==> src/rtl/cpu_bus_arb_if.sv <==
// rtl/cpu_bus_arb_if.sv - bus master/arbiter signal bundle for cpu_bus_arb
//
// Purpose: groups the CPU, sprite DMA and DMC request/grant signals and the
//          muxed system-bus outputs so they travel as one port.
// Modports:
//   master - the requesting side (CPU core, sprite DMA, DMC fetcher):
//            drives every i_* signal, observes every o_* signal
//   slave  - the arbiter: samples every i_* signal, drives every o_* signal
// Signals:
//   i_cpu_addr[15:0], i_cpu_wn, i_cpu_wdata[7:0], o_cpu_rdy
//   i_spr_req, o_spr_gnt, i_spr_addr[15:0], i_spr_wn, i_spr_wdata[7:0]
//   i_dmc_req, o_dmc_gnt, i_dmc_addr[15:0]
//   o_bus_addr[15:0], o_bus_wn, o_bus_wdata[7:0]

interface cpu_bus_arb_if;
  logic [15:0] i_cpu_addr;
  logic        i_cpu_wn;
  logic [7:0]  i_cpu_wdata;
  logic        o_cpu_rdy;

  logic        i_spr_req;
  logic        o_spr_gnt;
  logic [15:0] i_spr_addr;
  logic        i_spr_wn;
  logic [7:0]  i_spr_wdata;

  logic        i_dmc_req;
  logic        o_dmc_gnt;
  logic [15:0] i_dmc_addr;

  logic [15:0] o_bus_addr;
  logic        o_bus_wn;
  logic [7:0]  o_bus_wdata;

  modport master (
    output i_cpu_addr, i_cpu_wn, i_cpu_wdata,
    output i_spr_req, i_spr_addr, i_spr_wn, i_spr_wdata,
    output i_dmc_req, i_dmc_addr,
    input  o_cpu_rdy, o_spr_gnt, o_dmc_gnt,
    input  o_bus_addr, o_bus_wn, o_bus_wdata
  );

  modport slave (
    input  i_cpu_addr, i_cpu_wn, i_cpu_wdata,
    input  i_spr_req, i_spr_addr, i_spr_wn, i_spr_wdata,
    input  i_dmc_req, i_dmc_addr,
    output o_cpu_rdy, o_spr_gnt, o_dmc_gnt,
    output o_bus_addr, o_bus_wn, o_bus_wdata
  );
endinterface

==> src/rtl/cpu_bus_arb.sv <==
// rtl/cpu_bus_arb.sv - CPU-side system bus arbiter (6502 / sprite DMA / DMC)
//
// Purpose: decides each cycle which master owns the CPU-side bus. DMA masters
//          are only granted after the CPU has been halted on a read cycle;
//          sprite transfers start on an even cycle; DMC fetches pre-empt an
//          in-flight sprite transfer for exactly one cycle.
// Ports:
//   i_clk   - system clock, one bus access per cycle
//   i_rstn  - asynchronous active-low reset
//   bus     - cpu_bus_arb_if.slave: master inputs, rdy/grant outputs and the
//             muxed o_bus_addr / o_bus_wn / o_bus_wdata toward the decoder

module cpu_bus_arb (
  input  logic         i_clk,
  input  logic         i_rstn,
  cpu_bus_arb_if.slave bus
);

  typedef enum logic [2:0] {
    ST_CPU   = 3'd0,
    ST_HALT  = 3'd1,
    ST_ALIGN = 3'd2,
    ST_GSPR  = 3'd3,
    ST_GDMC  = 3'd4
  } state_t;

  state_t state;
  // Free-running cycle parity; 0 marks an even cycle for sprite alignment.
  logic   parity;

  always_ff @(posedge i_clk or negedge i_rstn) begin
    if (!i_rstn) begin
      state  <= ST_CPU;
      parity <= 1'b0;
    end else begin
      parity <= ~parity;
      case (state)
        ST_CPU: begin
          // A CPU write cannot be stalled, so the halt waits for a read.
          if ((bus.i_spr_req || bus.i_dmc_req) && bus.i_cpu_wn)
            state <= ST_HALT;
        end
        ST_HALT: begin
          if (bus.i_dmc_req)
            state <= ST_GDMC;
          else if (bus.i_spr_req && !parity)
            state <= ST_GSPR;
          else if (bus.i_spr_req)
            state <= ST_ALIGN;
          else
            state <= ST_CPU;
        end
        ST_ALIGN: begin
          if (bus.i_dmc_req)
            state <= ST_GDMC;
          else if (bus.i_spr_req)
            state <= ST_GSPR;
          else
            state <= ST_CPU;
        end
        ST_GSPR: begin
          if (bus.i_dmc_req)
            state <= ST_GDMC;
          else if (!bus.i_spr_req)
            state <= ST_CPU;
        end
        ST_GDMC: begin
          // Single-cycle grant; a waiting sprite resumes without re-halting
          // or re-aligning since the CPU is still stopped.
          if (bus.i_spr_req)
            state <= ST_GSPR;
          else
            state <= ST_CPU;
        end
        default: state <= ST_CPU;
      endcase
    end
  end

  assign bus.o_cpu_rdy = (state == ST_CPU);
  assign bus.o_spr_gnt = (state == ST_GSPR);
  assign bus.o_dmc_gnt = (state == ST_GDMC);

  always_comb begin
    bus.o_bus_addr  = bus.i_cpu_addr;
    bus.o_bus_wn    = bus.i_cpu_wn;
    bus.o_bus_wdata = bus.i_cpu_wdata;
    case (state)
      ST_HALT, ST_ALIGN: begin
        // CPU is held: repeat its address as a harmless dummy read.
        bus.o_bus_addr  = bus.i_cpu_addr;
        bus.o_bus_wn    = 1'b1;
        bus.o_bus_wdata = 8'h00;
      end
      ST_GSPR: begin
        // With the request dropped the cycle degrades to a forced read.
        bus.o_bus_addr  = bus.i_spr_addr;
        bus.o_bus_wn    = bus.i_spr_req ? bus.i_spr_wn : 1'b1;
        bus.o_bus_wdata = bus.i_spr_wdata;
      end
      ST_GDMC: begin
        bus.o_bus_addr  = bus.i_dmc_addr;
        bus.o_bus_wn    = 1'b1;
        bus.o_bus_wdata = 8'h00;
      end
      default: begin
        bus.o_bus_addr  = bus.i_cpu_addr;
        bus.o_bus_wn    = bus.i_cpu_wn;
        bus.o_bus_wdata = bus.i_cpu_wdata;
      end
    endcase
  end

endmodule

==> src/flat_wrapper.sv <==
// flat-port wrapper written by rule: the top's interface ports become plain ports
module cpu_bus_arb_flat 
  (i_clk, i_rstn, bus_i_cpu_addr, bus_i_cpu_wn, bus_i_cpu_wdata, bus_i_spr_req, bus_i_spr_addr, bus_i_spr_wn, bus_i_spr_wdata, bus_i_dmc_req, bus_i_dmc_addr, bus_o_cpu_rdy, bus_o_spr_gnt, bus_o_dmc_gnt, bus_o_bus_addr, bus_o_bus_wn, bus_o_bus_wdata);
  cpu_bus_arb_if bus_i ();
  input  logic i_clk;
  input  logic i_rstn;
  input wire logic [$bits(bus_i.i_cpu_addr)-1:0] bus_i_cpu_addr;
  input wire logic [$bits(bus_i.i_cpu_wn)-1:0] bus_i_cpu_wn;
  input wire logic [$bits(bus_i.i_cpu_wdata)-1:0] bus_i_cpu_wdata;
  input wire logic [$bits(bus_i.i_spr_req)-1:0] bus_i_spr_req;
  input wire logic [$bits(bus_i.i_spr_addr)-1:0] bus_i_spr_addr;
  input wire logic [$bits(bus_i.i_spr_wn)-1:0] bus_i_spr_wn;
  input wire logic [$bits(bus_i.i_spr_wdata)-1:0] bus_i_spr_wdata;
  input wire logic [$bits(bus_i.i_dmc_req)-1:0] bus_i_dmc_req;
  input wire logic [$bits(bus_i.i_dmc_addr)-1:0] bus_i_dmc_addr;
  output wire logic [$bits(bus_i.o_cpu_rdy)-1:0] bus_o_cpu_rdy;
  output wire logic [$bits(bus_i.o_spr_gnt)-1:0] bus_o_spr_gnt;
  output wire logic [$bits(bus_i.o_dmc_gnt)-1:0] bus_o_dmc_gnt;
  output wire logic [$bits(bus_i.o_bus_addr)-1:0] bus_o_bus_addr;
  output wire logic [$bits(bus_i.o_bus_wn)-1:0] bus_o_bus_wn;
  output wire logic [$bits(bus_i.o_bus_wdata)-1:0] bus_o_bus_wdata;
  assign bus_i.i_cpu_addr = bus_i_cpu_addr;
  assign bus_i.i_cpu_wn = bus_i_cpu_wn;
  assign bus_i.i_cpu_wdata = bus_i_cpu_wdata;
  assign bus_i.i_spr_req = bus_i_spr_req;
  assign bus_i.i_spr_addr = bus_i_spr_addr;
  assign bus_i.i_spr_wn = bus_i_spr_wn;
  assign bus_i.i_spr_wdata = bus_i_spr_wdata;
  assign bus_i.i_dmc_req = bus_i_dmc_req;
  assign bus_i.i_dmc_addr = bus_i_dmc_addr;
  assign bus_o_cpu_rdy = bus_i.o_cpu_rdy;
  assign bus_o_spr_gnt = bus_i.o_spr_gnt;
  assign bus_o_dmc_gnt = bus_i.o_dmc_gnt;
  assign bus_o_bus_addr = bus_i.o_bus_addr;
  assign bus_o_bus_wn = bus_i.o_bus_wn;
  assign bus_o_bus_wdata = bus_i.o_bus_wdata;
  cpu_bus_arb u_core (.i_clk(i_clk), .i_rstn(i_rstn), .bus(bus_i));
endmodule
==> config.mk <==
export PLATFORM = sky130hd
export DESIGN_NAME = cpu_bus_arb_flat
export DESIGN_NICKNAME = d
export VERILOG_FILES = /design/src/rtl/cpu_bus_arb_if.sv /design/src/rtl/cpu_bus_arb.sv /design/src/flat_wrapper.sv
export SDC_FILE = /design/constraint.sdc
export NUM_CORES = 1
export LEC_CHECK = 0
export ABC_CLOCK_PERIOD_IN_PS = 1770
export CORE_ASPECT_RATIO = 1.1
export CORE_MARGIN = 4
export CORE_UTILIZATION = 22
export CTS_CLUSTER_DIAMETER = 100
export CTS_CLUSTER_SIZE = 16
export DETAILED_ROUTE_END_ITERATION = 10
export GPL_TIMING_DRIVEN = 0
export PLACE_DENSITY = 0.77
export SLEW_MARGIN = 10
export SYNTH_ARGS = -nofsm -noshare
export SYNTH_HDL_FRONTEND = slang
export SYNTH_SLANG_ARGS = --single-unit
==> constraint.sdc <==
create_clock -name i_clk -period 1.77 [get_ports i_clk]
set_clock_uncertainty 0.2 [all_clocks]
set_input_delay 0.354 -clock i_clk [delete_from_list [all_inputs] [get_ports i_clk]]
set_output_delay 0.354 -clock i_clk [all_outputs]
set_load 0.02 [all_outputs]
### PDN straps and rails

Bar = 20 um. Pins as bars on the die edge.
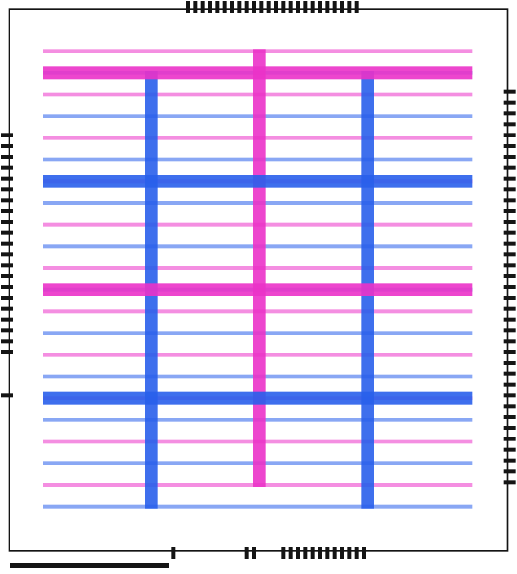
Key: VSS = blue; VDD = magenta
4 straps on met5. 22 met1 rails follow the rows.

==> results.json <==
{
  "worst_pin_slew_ps": 430,
  "grt_first_pass_wirelength_um": 6040,
  "violations": "setup timing",
  "reg2reg_to": "u_core.state[0]$_DFFE_PN0P_",
  "ctsHoldBuffers": 0,
  "setup_viol": 27,
  "fillerInstances": 271,
  "ant_nets": 0,
  "viasPerCell": 5.01,
  "path_depth": 6,
  "routed_wl_um": 3770,
  "avgSynthCellArea_um2": 8.80,
  "warning_count": 29,
  "cts_buffers": 3,
  "drc": 0,
  "avgRoutedWirePerCell_um": 16.4,
  "cp-start-kind": "flip-flop",
  "worst_ep_arrival_time_ps": 1650,
  "timing.critical_path.mode_cell": "buf_6",
  "h-tree-depth": 1,
  "antenna_found_initial": 0,
  "synth.distinct_cells": 21,
  "rsz0062_at_grt": "yes",
  "grtUsageTotal": 0.176,
  "grt_pass1_vias": 1290,
  "dr.pass1.iters": 4,
  "wl_met3_um": 332,
  "synthArstFlopShare": 1.00,
  "synth-edff-count": 0,
  "yosys-top-cells-count": "a22o_1 (32), a21o_1 (17), buf_6 (4), dfrtp_1 (4)",
  "crit_type": "reg -> out",
  "floorplan.nets": 151,
  "status": "complete, but fails checks",
  "crit_chain": "and3b_1 > buf_6 > buf_6 > a22o_1 > a21o_4 > buf_6",
  "cts_tree": "done",
  "layout_setup_ws_ps": -433,
  "max_cap_viol_count": 0,
  "cts-root-buf": "clkbuf_4",
  "ir_drop_v": 0.000620,
  "postSynthCellCount": 81,
  "synth.top_cell.area_share": 0.393,
  "vias": 1147,
  "gp_congestion": 0.720
}
### Placed cells, one colour a class

Bar = 20 um.
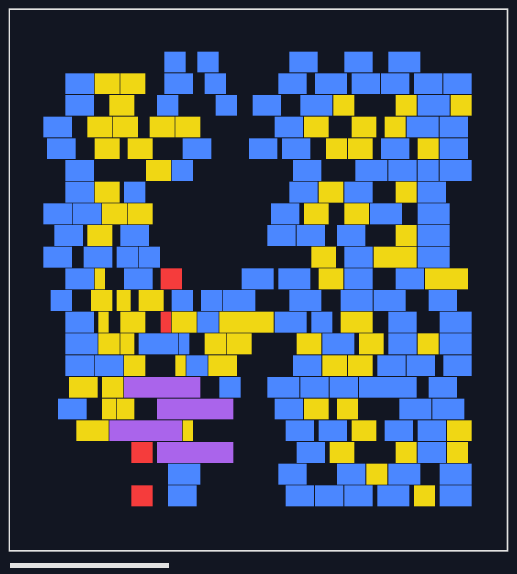
Key: other buffers and delay cells = blue [cells 119, share of their area 63%]; combinational and other logic = yellow [cells 68, share of their area 30%]; clock drivers and dummy loads = red [cells 4, share of their area 1.4%]; flops = purple [cells 4, share of their area 5.5%]

==> routing by layer <==
| metal | vias to the layer above | GRT usage |
|---|---|---|
| met5 | - | 0 |
| met4 | 0 | 0.0398 |
| met3 | 4 | 0.0516 |
| met2 | 65 | 0.355 |
| met1 | 517 | 0.179 |
| li1 | 561 | - |
==> registers in the layout, indices dropped and copies added, names as in the netlist <==
| register | flops |
|---|---|
| u_core.state | 3 |
| u_core.parity | 1 |
==> cells by family after synthesis <==
group | after synthesis | share of synthesized area
multiplexers | 1 | 0.0158
buffers and inverters | 12 | 0.111
AND-OR/OR-AND | 55 | 0.632
flip-flops | 4 | 0.140
AND/OR/NAND/NOR | 9 | 0.102
==> where the power goes <==
part           internal [mW]  switching, mW
sequential             0.113         0.0247
clock                 0.0851         0.0461
combinational          0.862          0.684
==> cells in the final DEF (no fill, tap or decap), types with 2 or more instances in the layout <==
cell,synthesis,routed
a21o_4,0,2
inv_1,3,3
clkbuf_1,2,2
dfrtp_2,0,3
clkbuf_4,0,3
a22o_1,32,32
buf_6,4,30
buf_4,0,17
a21o_1,17,15
o21ai_0,2,2
clkdlybuf4s50_1,0,69
==> how the worst min path moves through the flow <==
stage	start	depth (start not counted)	slack [ps]	endpoint
detailed placement	u_core.parity$_DFF_PN0_	1	190	u_core.parity$_DFF_PN0_
global route	i_rstn	1	120	u_core.state[0]$_DFFE_PN0P_
global placement	u_core.parity$_DFF_PN0_	1	200	u_core.parity$_DFF_PN0_
floorplan	i_rstn	0	-140	u_core.parity$_DFF_PN0_
CTS	i_rstn	1	100	u_core.state[0]$_DFFE_PN0P_
finish	i_rstn	1	100	u_core.state[0]$_DFFE_PN0P_
==> layout make-up <==
type	count	area share
timing repair buffer	111	0.577
multi-input combinational	65	0.288
sequential	4	0.0537
buffer	8	0.0401
tap	34	0.0220
clock buffer	4	0.0136
inverter	3	0.00582
==> through the flow <==
| stage | setup TNS [ps] | hold slack (ps) | worst slack (ps) | instance area, um2 | cells |
|---|---|---|---|---|---|
| 2_1_floorplan | -2420 | -142 | -134 | 737 | 81 |
| 3_3_place_gp | -16180 | 197 | -718 | 1750 | 212 |
| 3_5_place_dp | -16710 | 192 | -752 | 1750 | 212 |
| 4_1_cts | -9840 | 104 | -430 | 1900 | 228 |
| 5_1_grt | -11110 | 117 | -475 | 1930 | 229 |
| 6_report | -9390 | 102 | -433 | 1930 | 229 |
==> what timing repair did <==
item | CTS | global route
buffers inserted | 9 | 2
pin swaps | 8 | 8
gates resized | 166 | 15
cloned | 3 | 0
endpoints found under the setup margin | 28 | 28
Power and IR drop assume default switching activity.
